===== config.mk =====
export PLATFORM = sky130hd
export DESIGN_NAME = out_bcd_converter
export DESIGN_NICKNAME = d
export VERILOG_FILES = /design/src/rtl/out_bcd_converter.sv
export SDC_FILE = /design/constraint.sdc
export NUM_CORES = 1
export LEC_CHECK = 0
export CAP_MARGIN = 0
export CELL_PAD_IN_SITES_DETAIL_PLACEMENT = 0
export CELL_PAD_IN_SITES_GLOBAL_PLACEMENT = 2
export CORE_MARGIN = 5
export CORE_UTILIZATION = 37
export DETAILED_ROUTE_END_ITERATION = 12
export MAX_ROUTING_LAYER = met4
export PLACE_DENSITY_LB_ADDON = 0.1
export SLEW_MARGIN = 20
export SYNTH_ARGS = -nofsm -noshare
export SYNTH_HDL_FRONTEND = slang
export SYNTH_SLANG_ARGS = --single-unit

===== constraint.sdc =====
create_clock -name clk -period 4.5 [get_ports clk]
set_input_delay 0.45 -clock clk [delete_from_list [all_inputs] [get_ports clk]]
set_output_delay 0.45 -clock clk [all_outputs]
set_load 0.03 [all_outputs]

===== src/rtl/out_bcd_converter.sv =====
// out_bcd_converter: watches the CPU output word and, on every change, runs a
// serial double-dabble conversion. The last finished result (digits, leading
// zero mask, flags) is held stable while the next conversion runs.
module out_bcd_converter #(
   parameter int DATA_WIDTH = 16,
   parameter int DIGITS     = 5
) (
   input  logic                  clk,
   input  logic                  rst_n,
   input  logic [DATA_WIDTH-1:0] in,
   output logic [4*DIGITS-1:0]   bcd,
   output logic [DIGITS-1:0]     blank,
   output logic                  valid,
   output logic                  busy,
   output logic                  done
);

   localparam int BW = 4 * DIGITS;
   localparam int WW = BW + DATA_WIDTH;
   localparam int CW = $clog2(DATA_WIDTH + 1);
   localparam logic [DIGITS-1:0] BLANK_RST = {{(DIGITS-1){1'b1}}, 1'b0};

   typedef enum logic [1:0] {S_IDLE, S_SHIFT, S_DONE} state_t;

   state_t              state_q, state_d;
   logic [WW-1:0]       work_q, work_d;
   logic [DATA_WIDTH-1:0] last_q, last_d;
   logic [CW-1:0]       cnt_q, cnt_d;
   logic                pending_q, pending_d;
   logic [BW-1:0]       bcd_q, bcd_d;
   logic [DIGITS-1:0]   blank_q, blank_d;
   logic                valid_q, valid_d;
   logic                busy_q, busy_d;
   logic                done_q, done_d;

   logic [WW-1:0]       adj;
   logic [DIGITS-1:0]   mask;
   logic                hi_zero;

   // Add-3 correction on every BCD nibble >= 5, all in parallel; max result 12.
   always_comb begin
      adj = work_q;
      for (int k = 0; k < DIGITS; k++) begin
         if (work_q[DATA_WIDTH+4*k +: 4] >= 4'd5)
            adj[DATA_WIDTH+4*k +: 4] = work_q[DATA_WIDTH+4*k +: 4] + 4'd3;
      end
   end

   // Leading-zero mask from the finished BCD field; the units digit always shows.
   always_comb begin
      mask    = '0;
      hi_zero = 1'b1;
      for (int k = DIGITS - 1; k >= 1; k--) begin
         hi_zero = hi_zero & (work_q[DATA_WIDTH+4*k +: 4] == 4'd0);
         mask[k] = hi_zero;
      end
   end

   // Next-state and output logic; done is a one-cycle pulse by default-clear.
   always_comb begin
      state_d   = state_q;
      work_d    = work_q;
      last_d    = last_q;
      cnt_d     = cnt_q;
      pending_d = pending_q;
      bcd_d     = bcd_q;
      blank_d   = blank_q;
      valid_d   = valid_q;
      busy_d    = busy_q;
      done_d    = 1'b0;
      case (state_q)
         S_IDLE: begin
            if (pending_q || (in != last_q)) begin
               work_d    = {{BW{1'b0}}, in};
               last_d    = in;
               cnt_d     = '0;
               pending_d = 1'b0;
               busy_d    = 1'b1;
               state_d   = S_SHIFT;
            end
         end
         S_SHIFT: begin
            work_d = {adj[WW-2:0], 1'b0};
            cnt_d  = cnt_q + CW'(1);
            if (cnt_q == CW'(DATA_WIDTH - 1))
               state_d = S_DONE;
         end
         S_DONE: begin
            bcd_d   = work_q[WW-1 -: BW];
            blank_d = mask;
            valid_d = 1'b1;
            busy_d  = 1'b0;
            done_d  = 1'b1;
            state_d = S_IDLE;
         end
         default: state_d = S_IDLE;
      endcase
   end

   // State registers; synchronous reset aborts any conversion in flight.
   always_ff @(posedge clk) begin
      if (!rst_n) begin
         state_q   <= S_IDLE;
         work_q    <= '0;
         last_q    <= '0;
         cnt_q     <= '0;
         pending_q <= 1'b1;
         bcd_q     <= '0;
         blank_q   <= BLANK_RST;
         valid_q   <= 1'b0;
         busy_q    <= 1'b0;
         done_q    <= 1'b0;
      end else begin
         state_q   <= state_d;
         work_q    <= work_d;
         last_q    <= last_d;
         cnt_q     <= cnt_d;
         pending_q <= pending_d;
         bcd_q     <= bcd_d;
         blank_q   <= blank_d;
         valid_q   <= valid_d;
         busy_q    <= busy_d;
         done_q    <= done_d;
      end
   end

   assign bcd   = bcd_q;
   assign blank = blank_q;
   assign valid = valid_q;
   assign busy  = busy_q;
   assign done  = done_q;

endmodule


m1.png
Supply wires on this layer in grey.
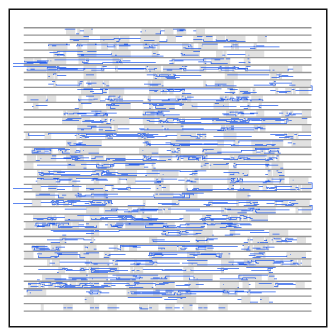
nets with wire on the layer = 464
main direction = horizontal
wire length on this layer = 4680 um
sum of routed wire length over all layers: 9371 um
total number of vias: 3168
met1 global-route usage: 0.2047

clock_wires.png
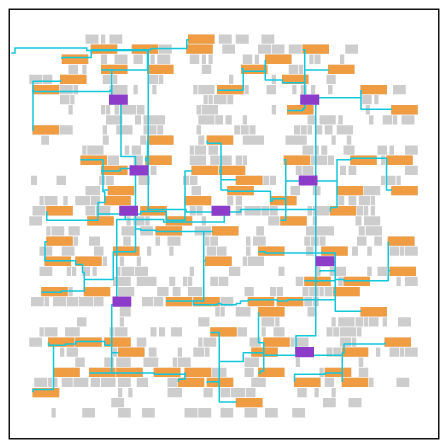
clock-net drivers -> purple  # count 9
clock wires -> cyan  # length 1190 um
flip-flops -> orange  # count 87
flops lie = all over the die
routed clock nets = 10
portion of total power attributed to the clock network: 0.340
clock group total power: 0.491 mW
Skew-Pair Late Insertion Delay: 0.36 ns
worst clock skew: 0.008655 ns

clock_nets.png
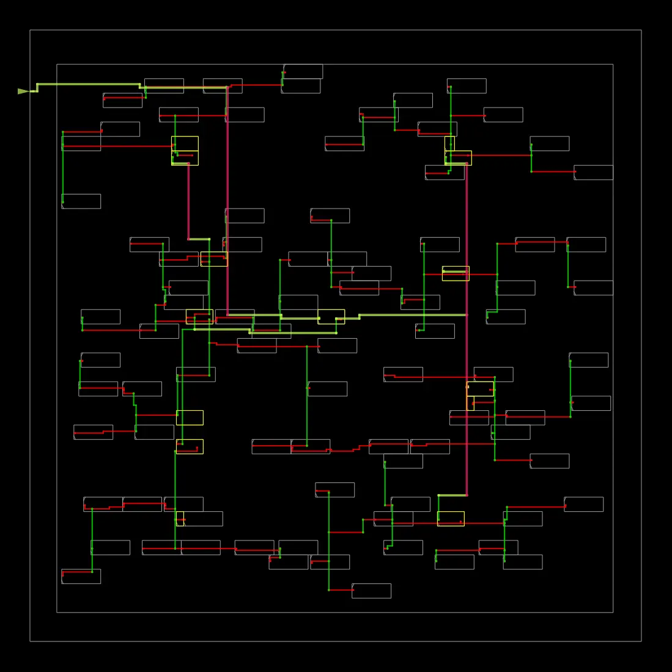
Inserted Clock Buffers: 9
sequential cell count: 87
clock sink total: 87
clock buffer count in the final layout: 13

==> qor.tcl <==
set qor(log.warning_count) 34
set qor(report.final.slew_viol_count) 0
set qor(worstSetupStartpointType) {input port}
set qor(grt_setup_unrepaired) {false}
set qor(synth_flop_count) 87
set qor(avgViaCountPerCell) 5.093
set qor(routedWlPerCell_um) 15.07
set qor(ys.warnings.count) 0
set qor(worstHoldPathType) {register to register}
set qor(layout_top_cell_excl_fill_tap) {nand2_1}
set qor(fraction_of_final_layout_cells_sized_beyond_drive_strength_1) 0.1037
set qor(top_cells_by_count) {nand2_1, dfxtp_1, a21boi_0}
set qor(worst_hold_path.num_cells) 2
set qor(rr_startpoint) {state_q[1]}
set qor(fin_tns_setup_ns) 0
set qor(yosys-stat-cells) 449
set qor(grt_overflow_total) 0
set qor(wl_met3_um) 281
set qor(antenna_found_initial) 0
set qor(end_kind) {register}
set qor(post_synthesis_instance_area_mm2) 0.004100
set qor(synthDominantAreaCellType) {dfxtp_1}
set qor(post-cts-setup-buffers) 0
set qor(synth_cell_type_count) 47
set qor(num_io_pins) 46
set qor(synthesis.area_per_instance_um2) 9.132
set qor(place.detailed.hpwl_um) 6068
set qor(setup.worst_path.class) {input port to register}
set qor(cts.htree.levels) 3
set qor(run_status) {completed}
set qor(drt_drc_violations_left) 0
set qor(top_reg_cell_synth) {dfxtp_1}
set qor(antenna_violating_nets_left) 0
set qor(total_routing_usage_reported_by_global_routing) 0.1530
set qor(min_delay_worst_endpoint) {bcd[1]}
set qor(edf_count) 0
set qor(chip_area_from_the_yosys_synthesis_statistics_mm2) 0.004100
set qor(die_x_um) 115.3
set qor(critical_path.endpoint) {work_q[2]}
set qor(net_total_in_the_final_layout) 512
set qor(timing.max_slew.rel_slack) 0.3715
set qor(fillers) 1096
set qor(setup.reg_to_reg.worst_slack_ns) 2.11
set qor(grt_pass1_vias) 3070
set qor(post-route-period-util) 0.5545
set qor(postSynth.asyncResetShare) 0
set qor(ir_worst_vdd_mv) 0.1398
set qor(worst-slew-pin-transition_ns) 0.9426
set qor(ctsHoldBuffers) 0
set qor(cell_area_after_layout_mm2) 0.004746
set qor(min_delay_startpoint) {bcd[1]}
set qor(cap_viol_max_count) 0
set qor(grt_start_max_net_pins) 59
set qor(setup_viol_count_final) 0
set qor(highest-signal-layer) {met4}
set qor(max_freq_mhz) 400.8
set qor(synthesis.nets) 482
set qor(most_frequent_logic_cells_in_the_routed_design) {nand2_1, dfxtp_1, clkdlybuf4s50_1}
set qor(crit_path_time_final_ns) 2.495
set qor(clock_tree.buffer_depth) 2
set qor(clkTransAtPathRegs_ns) 0.08
set qor(power.static_leakage_nw) 1.737
set qor(rr_worst_depth) 5
set qor(globalplace.congestion) 0.7591
set qor(worst-path-max-fanout) 17
set qor(io_buffers) 44
[cells by family after synthesis]
logic type,synth area share
and+or+nand+nor,0.1660
AOI/OAI and AO/OA,0.2218
DFF,0.4248
buffers and inverters,0.05645
xor gates and xnor gates,0.04272
muxes,0.04150
adders and majority gates,0.04577
other,0.0009146
[flip-flops by register name, summed over array words and instances, names as in the netlist]
name / cells
last_q: 16
state_q: 2
bcd: 20
valid: 1
pending_q: 1
blank: 4
cnt_q: 5
done: 1
busy: 1
work_q: 36
[report_power, final]
group | internal (mW) | total [mW] | switching (mW)
registers | 0.796 | 0.813 | 0.0176
clock network | 0.225 | 0.491 | 0.266
logic | 0.0613 | 0.138 | 0.0769
[stage by stage]
| stage | cells | setup slack [ns] | hold WS, ns |
|---|---|---|---|
| floorplan | 449 | 2.641 | 0.4383 |
| global placement | 608 | 1.656 | 0.4494 |
| detailed placement | 608 | 1.610 | 0.4539 |
| CTS | 622 | 1.998 | 0.4687 |
| global route | 622 | 1.890 | 0.4916 |
| finish | 622 | 2.005 | 0.4632 |
[critical path: stages]
cell and delay [ns]:
clkdlybuf4s50_1 0.48, xor2_1 0.20, nor4_2 0.30, o2111ai_2 0.18, o31a_1 0.52, buf_4 0.33, o221a_2 0.27
[metal layers]
metal | track usage | vias up
li1 | - | 1612
met1 | 0.2047 | 1502
met2 | 0.2319 | 45
met3 | 0.02474 | 9
met4 | 0.05869 | 0
met5 | - | -
[layout make-up]
class | count | area (um2) | share of cell area
multi-input cells | 316 | 2132 | 0.4492
inverters | 16 | 60.06 | 0.01265
clock inverters | 1 | 5.005 | 0.001055
flip-flops and latches | 87 | 1742 | 0.3670
well taps | 140 | 175.2 | 0.03691
clock buffers | 13 | 158.9 | 0.03348
repair buffers | 49 | 473.0 | 0.09966
Power figures rest on the tool's default switching activity, not on a simulated workload.
